### Drive-strength map

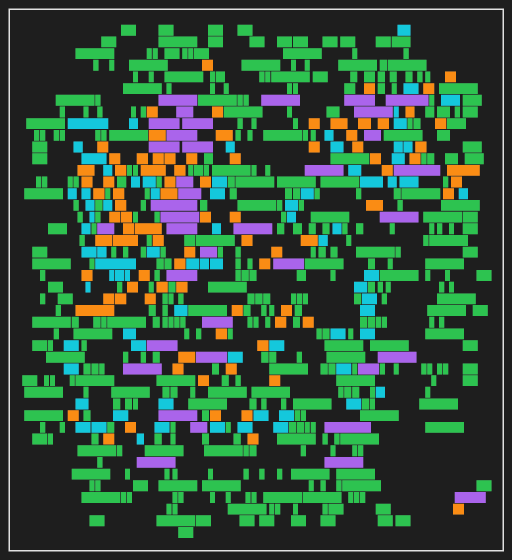
### Cell density map

Bar = 20 um. 11 x 13 tiles, from dark blue (low) to red (high), 0 to 100% covered.
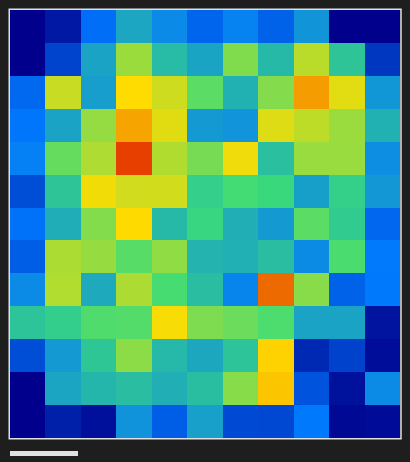
### Congestion heat map

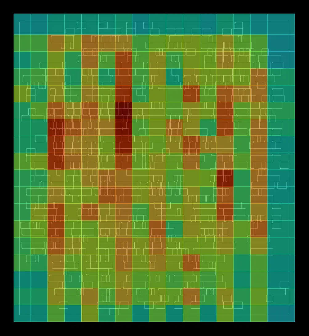
### Wiring heat map

Bar = 20 um. 23 x 25 tiles, from dark blue (low) to red (high), scaled to the fullest tile. Values are wire area over tile area, all layers added.
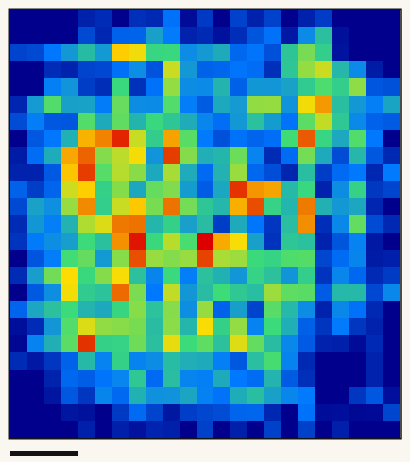
[src/rtl/my_processor_nios2_qsys_dct_controller.sv]
// Compressed-trace (DCT) sequencing controller.
//
// Packs 2-bit trace symbols LSB-first into a 30-bit word (slot i at bits [2i+1:2i]).
// A word is handed to a one-entry output register when it holds MaxCount symbols, or
// earlier on a flush. The output register is drained over a valid/ready handshake.
// The trace source cannot stall. A symbol that arrives while both stages are full is
// dropped and counted.
//
// Ports:
//   clk_i, reset_ni   clock, asynchronous active-low reset
//   trace_valid_i     symbol present this cycle
//   trace_sym_i       2-bit symbol value
//   flush_i           pulse: emit the partial word
//   out_ready_i       sink accepts the output word this cycle
//   ovf_clr_i         clear ovf_o and drop_count_o
//   out_valid_o       output register holds a word
//   dct_buffer_o      packed symbols, unused upper bits zero
//   dct_count_o       number of valid symbols (1..MaxCount)
//   out_flushed_o     word was emitted by a flush rather than by filling up
//   ovf_o             sticky: at least one symbol dropped
//   drop_count_o      dropped-symbol count, saturating at 255
module my_processor_nios2_qsys_dct_controller #(
  parameter int unsigned MaxCount = 15
) (
  input  logic        clk_i,
  input  logic        reset_ni,
  input  logic        trace_valid_i,
  input  logic [1:0]  trace_sym_i,
  input  logic        flush_i,
  input  logic        out_ready_i,
  input  logic        ovf_clr_i,
  output logic        out_valid_o,
  output logic [29:0] dct_buffer_o,
  output logic [3:0]  dct_count_o,
  output logic        out_flushed_o,
  output logic        ovf_o,
  output logic [7:0]  drop_count_o
);

  localparam logic [3:0] MaxCnt = 4'(MaxCount);

  typedef enum logic {StFill, StFull} acc_state_e;

  logic [29:0] acc_q, acc_d;
  logic [3:0]  acc_cnt_q, acc_cnt_d;
  logic        flush_pend_q, flush_pend_d;
  logic        out_valid_q, out_valid_d;
  logic [29:0] buf_q, buf_d;
  logic [3:0]  cnt_q, cnt_d;
  logic        flushed_q, flushed_d;
  logic        ovf_q, ovf_d;
  logic [7:0]  drop_q, drop_d;

  acc_state_e  acc_state;
  logic        out_free;
  logic        flush_act;
  logic        drop;
  logic        complete;
  logic [29:0] sym_word;
  logic [29:0] new_acc;
  logic [3:0]  new_cnt;

  assign acc_state = (acc_cnt_q == MaxCnt) ? StFull : StFill;
  // Output register can take a word if empty or being drained this same cycle.
  assign out_free  = !out_valid_q || out_ready_i;
  assign flush_act = flush_i || flush_pend_q;
  assign sym_word  = 30'(trace_sym_i) << {acc_cnt_q, 1'b0};

  always_comb begin
    acc_d        = acc_q;
    acc_cnt_d    = acc_cnt_q;
    flush_pend_d = flush_pend_q;
    buf_d        = buf_q;
    cnt_d        = cnt_q;
    flushed_d    = flushed_q;
    out_valid_d  = out_valid_q && !out_ready_i;
    drop         = 1'b0;
    new_acc      = acc_q;
    new_cnt      = acc_cnt_q;
    complete     = 1'b0;

    unique case (acc_state)
      StFill: begin
        if (trace_valid_i) begin
          new_acc = acc_q | sym_word;
          new_cnt = acc_cnt_q + 4'd1;
        end
        complete = (new_cnt == MaxCnt);
        if ((complete || (flush_act && new_cnt != 4'd0)) && out_free) begin
          buf_d        = new_acc;
          cnt_d        = new_cnt;
          flushed_d    = !complete;
          out_valid_d  = 1'b1;
          acc_d        = '0;
          acc_cnt_d    = '0;
          flush_pend_d = 1'b0;
        end else begin
          acc_d        = new_acc;
          acc_cnt_d    = new_cnt;
          // A flush on an empty accumulator is simply consumed.
          flush_pend_d = flush_act && (new_cnt != 4'd0);
        end
      end
      StFull: begin
        if (out_free) begin
          buf_d        = acc_q;
          cnt_d        = MaxCnt;
          flushed_d    = 1'b0;
          out_valid_d  = 1'b1;
          flush_pend_d = 1'b0;
          // Symbol arriving on the draining cycle starts the next word at slot 0.
          acc_d        = trace_valid_i ? 30'(trace_sym_i) : '0;
          acc_cnt_d    = trace_valid_i ? 4'd1 : 4'd0;
        end else begin
          flush_pend_d = flush_act;
          drop         = trace_valid_i;
        end
      end
      default: ;
    endcase
  end

  always_comb begin
    ovf_d  = ovf_q;
    drop_d = drop_q;
    if (ovf_clr_i) begin
      ovf_d  = drop;
      drop_d = drop ? 8'd1 : 8'd0;
    end else if (drop) begin
      ovf_d = 1'b1;
      if (drop_q != 8'hff) begin
        drop_d = drop_q + 8'd1;
      end
    end
  end

  always_ff @(posedge clk_i or negedge reset_ni) begin
    if (!reset_ni) begin
      acc_q        <= '0;
      acc_cnt_q    <= '0;
      flush_pend_q <= 1'b0;
      out_valid_q  <= 1'b0;
      buf_q        <= '0;
      cnt_q        <= '0;
      flushed_q    <= 1'b0;
      ovf_q        <= 1'b0;
      drop_q       <= '0;
    end else begin
      acc_q        <= acc_d;
      acc_cnt_q    <= acc_cnt_d;
      flush_pend_q <= flush_pend_d;
      out_valid_q  <= out_valid_d;
      buf_q        <= buf_d;
      cnt_q        <= cnt_d;
      flushed_q    <= flushed_d;
      ovf_q        <= ovf_d;
      drop_q       <= drop_d;
    end
  end

  assign out_valid_o   = out_valid_q;
  assign dct_buffer_o  = buf_q;
  assign dct_count_o   = cnt_q;
  assign out_flushed_o = flushed_q;
  assign ovf_o         = ovf_q;
  assign drop_count_o  = drop_q;

endmodule

[config.mk]
export PLATFORM = sky130hd
export DESIGN_NAME = my_processor_nios2_qsys_dct_controller
export DESIGN_NICKNAME = d
export VERILOG_FILES = /design/src/rtl/my_processor_nios2_qsys_dct_controller.sv
export SDC_FILE = /design/constraint.sdc
export NUM_CORES = 1
export LEC_CHECK = 0
export ABC_AREA = 1
export CELL_PAD_IN_SITES_DETAIL_PLACEMENT = 0
export CELL_PAD_IN_SITES_GLOBAL_PLACEMENT = 2
export CORE_ASPECT_RATIO = 1.1
export CORE_MARGIN = 2
export CORE_UTILIZATION = 29
export CTS_CLUSTER_SIZE = 12
export DETAILED_ROUTE_END_ITERATION = 10
export PLACE_DENSITY_LB_ADDON = 0.2
export SLEW_MARGIN = 20
export SYNTH_ARGS = -nofsm -noshare
export SYNTH_HDL_FRONTEND = slang
export SYNTH_SLANG_ARGS = --single-unit
[constraint.sdc]
create_clock -name clk_i -period 1.8 [get_ports clk_i]
set_clock_uncertainty 0.2 [all_clocks]
set_input_delay 0.27 -clock clk_i [delete_from_list [all_inputs] [get_ports clk_i]]
set_output_delay 0.27 -clock clk_i [all_outputs]
set_load 0.005 [all_outputs]
==> impl_metrics.env <==
# implementation run metrics
export IMPL_worstMarginPinSlew_ps=453
export IMPL_seqCellArea_um2=2000
export IMPL_finalCritPeriodShare_pct=117
export IMPL_grt_antenna_before_repair=0
export IMPL_pg_comb_mw=3.29
export IMPL_synthFlopType="dfrtp_1"
export IMPL_hold_violations=0
export IMPL_rr_worst_depth=14
export IMPL_power_frac_seq_pct=29.4
export IMPL_setup_viol=73
export IMPL_grt_pass1_wl_um=18500
export IMPL_fp_dieH_um=126
export IMPL_final_common_cell="nand2_1"
export IMPL_grt_pass1_vias=3782
export IMPL_dieWidth_um=115
export IMPL_yosys_cells=486
export IMPL_cts_htree_levels=3
export IMPL_mostFrequentLayoutCells="nand2_1, dfrtp_1, buf_4, inv_1, clkdlybuf4s50_1"
export IMPL_setup_slack_ps=-304
export IMPL_synthTopCellsByCount="nand2_1, dfrtp_1, inv_1"
export IMPL_via_per_inst=4.65
export IMPL_cpMaxStageDelayCell="dfrtp_2"
export IMPL_warnings=29
export IMPL_netlist_logic_family_top="simple AND/OR/NAND/NOR gates"
export IMPL_ios=53
export IMPL_netlist_instances=486
export IMPL_numCtsBuffers=9
export IMPL_holdPathEnd="dct_buffer_o[8]$_DFFE_PN0P_"
export IMPL_ir_drop_mv=0.582
export IMPL_p_leak_nw=3.02
export IMPL_top_area_share_pct=51.2
export IMPL_vias=3661
export IMPL_crit_fanout=7
export IMPL_syn_num_nets=496
export IMPL_critPathBufInv=4
export IMPL_total_power_mw=7.70
export IMPL_synth_distinct_cells=33
export IMPL_p_sw_mw=2.53
export IMPL_synth_chip_area_um2=3910
export IMPL_topCellsByArea="dfrtp_1, nand2_1, o21ai_0, inv_1, nand3_1"
export IMPL_cp_arrival_ps=2190
export IMPL_numPortBuffers=52
export IMPL_p_int_mw=5.17
export IMPL_final_cells=787
export IMPL_ys_seq_share_pct=51.2
export IMPL_antenna_left=0
export IMPL_rr_endpoint="dct_buffer_o[2]$_DFFE_PN0P_"
export IMPL_r2r_slack_ps=-300
export IMPL_cp_start_kind="flip-flop"
export IMPL_violations="setup timing"
export IMPL_stdcell_area_um2=6120
export IMPL_synth_adder_area_share_pct=0.640
export IMPL_drtIter0Drc=159
export IMPL_most_common_cell="nand2_1"
export IMPL_cts_root_buf="clkbuf_16"
export IMPL_area_delta_synth_final_pct=56.5
export IMPL_dieArea_um2=14400
export IMPL_layout_drive_gt1_share_pct=31.9
export IMPL_dp_cells=749
export IMPL_clk_path_buf_depth=2
export IMPL_placed_cell_area_um2=5220
export IMPL_max_cap_violations=0
export IMPL_drc=0
export IMPL_dpl_hpwl_um=7810
export IMPL_period_minus_slack_ps=2100
export IMPL_holdPathStages=2
export IMPL_top_power_group="combinational logic"
export IMPL_cp_common_cell="nand2_1"
export IMPL_numClockSinks=80
export IMPL_crit_required_ps=1890
export IMPL_slew_headroom_pct=69.8
export IMPL_powerClk_mw=2.15
export IMPL_hold_path_class="flip-flop to flip-flop"
export IMPL_outcome="finished, violations left"
export IMPL_place_ws_ps=-546
export IMPL_postSynthAreaPerCell_um2=8.04
export IMPL_crit_cells=14
export IMPL_track_usage_pct=16.5
export IMPL_gr_total_overflow=0
export IMPL_synth_simple_area_share_pct=27.2
export IMPL_logic_area_um2=1870
export IMPL_critPathMaxStageDelay_ps=430
export IMPL_num_antenna_cells=0
export IMPL_reg2reg_from="acc_cnt_q[0]$_DFFE_PN0P_"
export IMPL_fmax_ghz=0.475
export IMPL_cts_tree="yes"
export IMPL_rsz0062_at_grt="yes"
Notes on 'Drive-strength map' above:
[x1 and smaller] green | cells: 426 | most used: nand2_1
[x3 and x4] orange | cells: 86 | most used: buf_4
[x6 and larger] purple | cells: 37
[x2] cyan | cells: 77 | most used: nand3_2

Notes on 'Cell density map' above:
fullest tile: 93%
emptiest ninth of the die: south-east
mean over tiles: 41%
tiles over 75% full: 4.9%
Initial Util: 29.7%
core footprint: 13,200 um^2
Layout Utilization: 46.5%

Notes on 'Congestion heat map' above:
drt wl/cell: 14.9 um
gr busiest metal: met2

Notes on 'Wiring heat map' above:
tiles over half the peak: 21%
fullest tile: 0.39
emptiest ninth of the die: south-east
mean over tiles: 0.12
densest ninth of the die: centre
nearly empty tiles: 12%

what timing repair did:
item | 4_1_cts | 5_1_grt
hold buffers | 1 | 0
cloned | 2 | 4
gates resized | 43 | 44
pin swaps | 13 | 12
setup buffers | 12 | 5
hold endpoints to repair | 80 | 0
setup endpoints to repair | 78 | 84
cell type report:
class                   instances  share of cell area (%)
flip-flops and latches         80                    32.8
multi-input cells             330                    30.6
repair buffers                145                    24.3
clock buffers                  11                    3.97
inverters                      55                    3.42
well taps                     161                    3.29
clock inverters                 5                    1.70
tightest hold or removal path, cell delays in order (launching register included):
cell and delay (ps):
dfrtp_1 340, nand2_1 50, nand2_1 40
metal layers:
layer	wire length, um	global-route usage (%)	up-vias
met3	287	3.51	12
met1	5560	21.5	1770
li1	-	-	1822
met5	0	0	-
met2	5670	26.8	57
met4	190	6.10	0
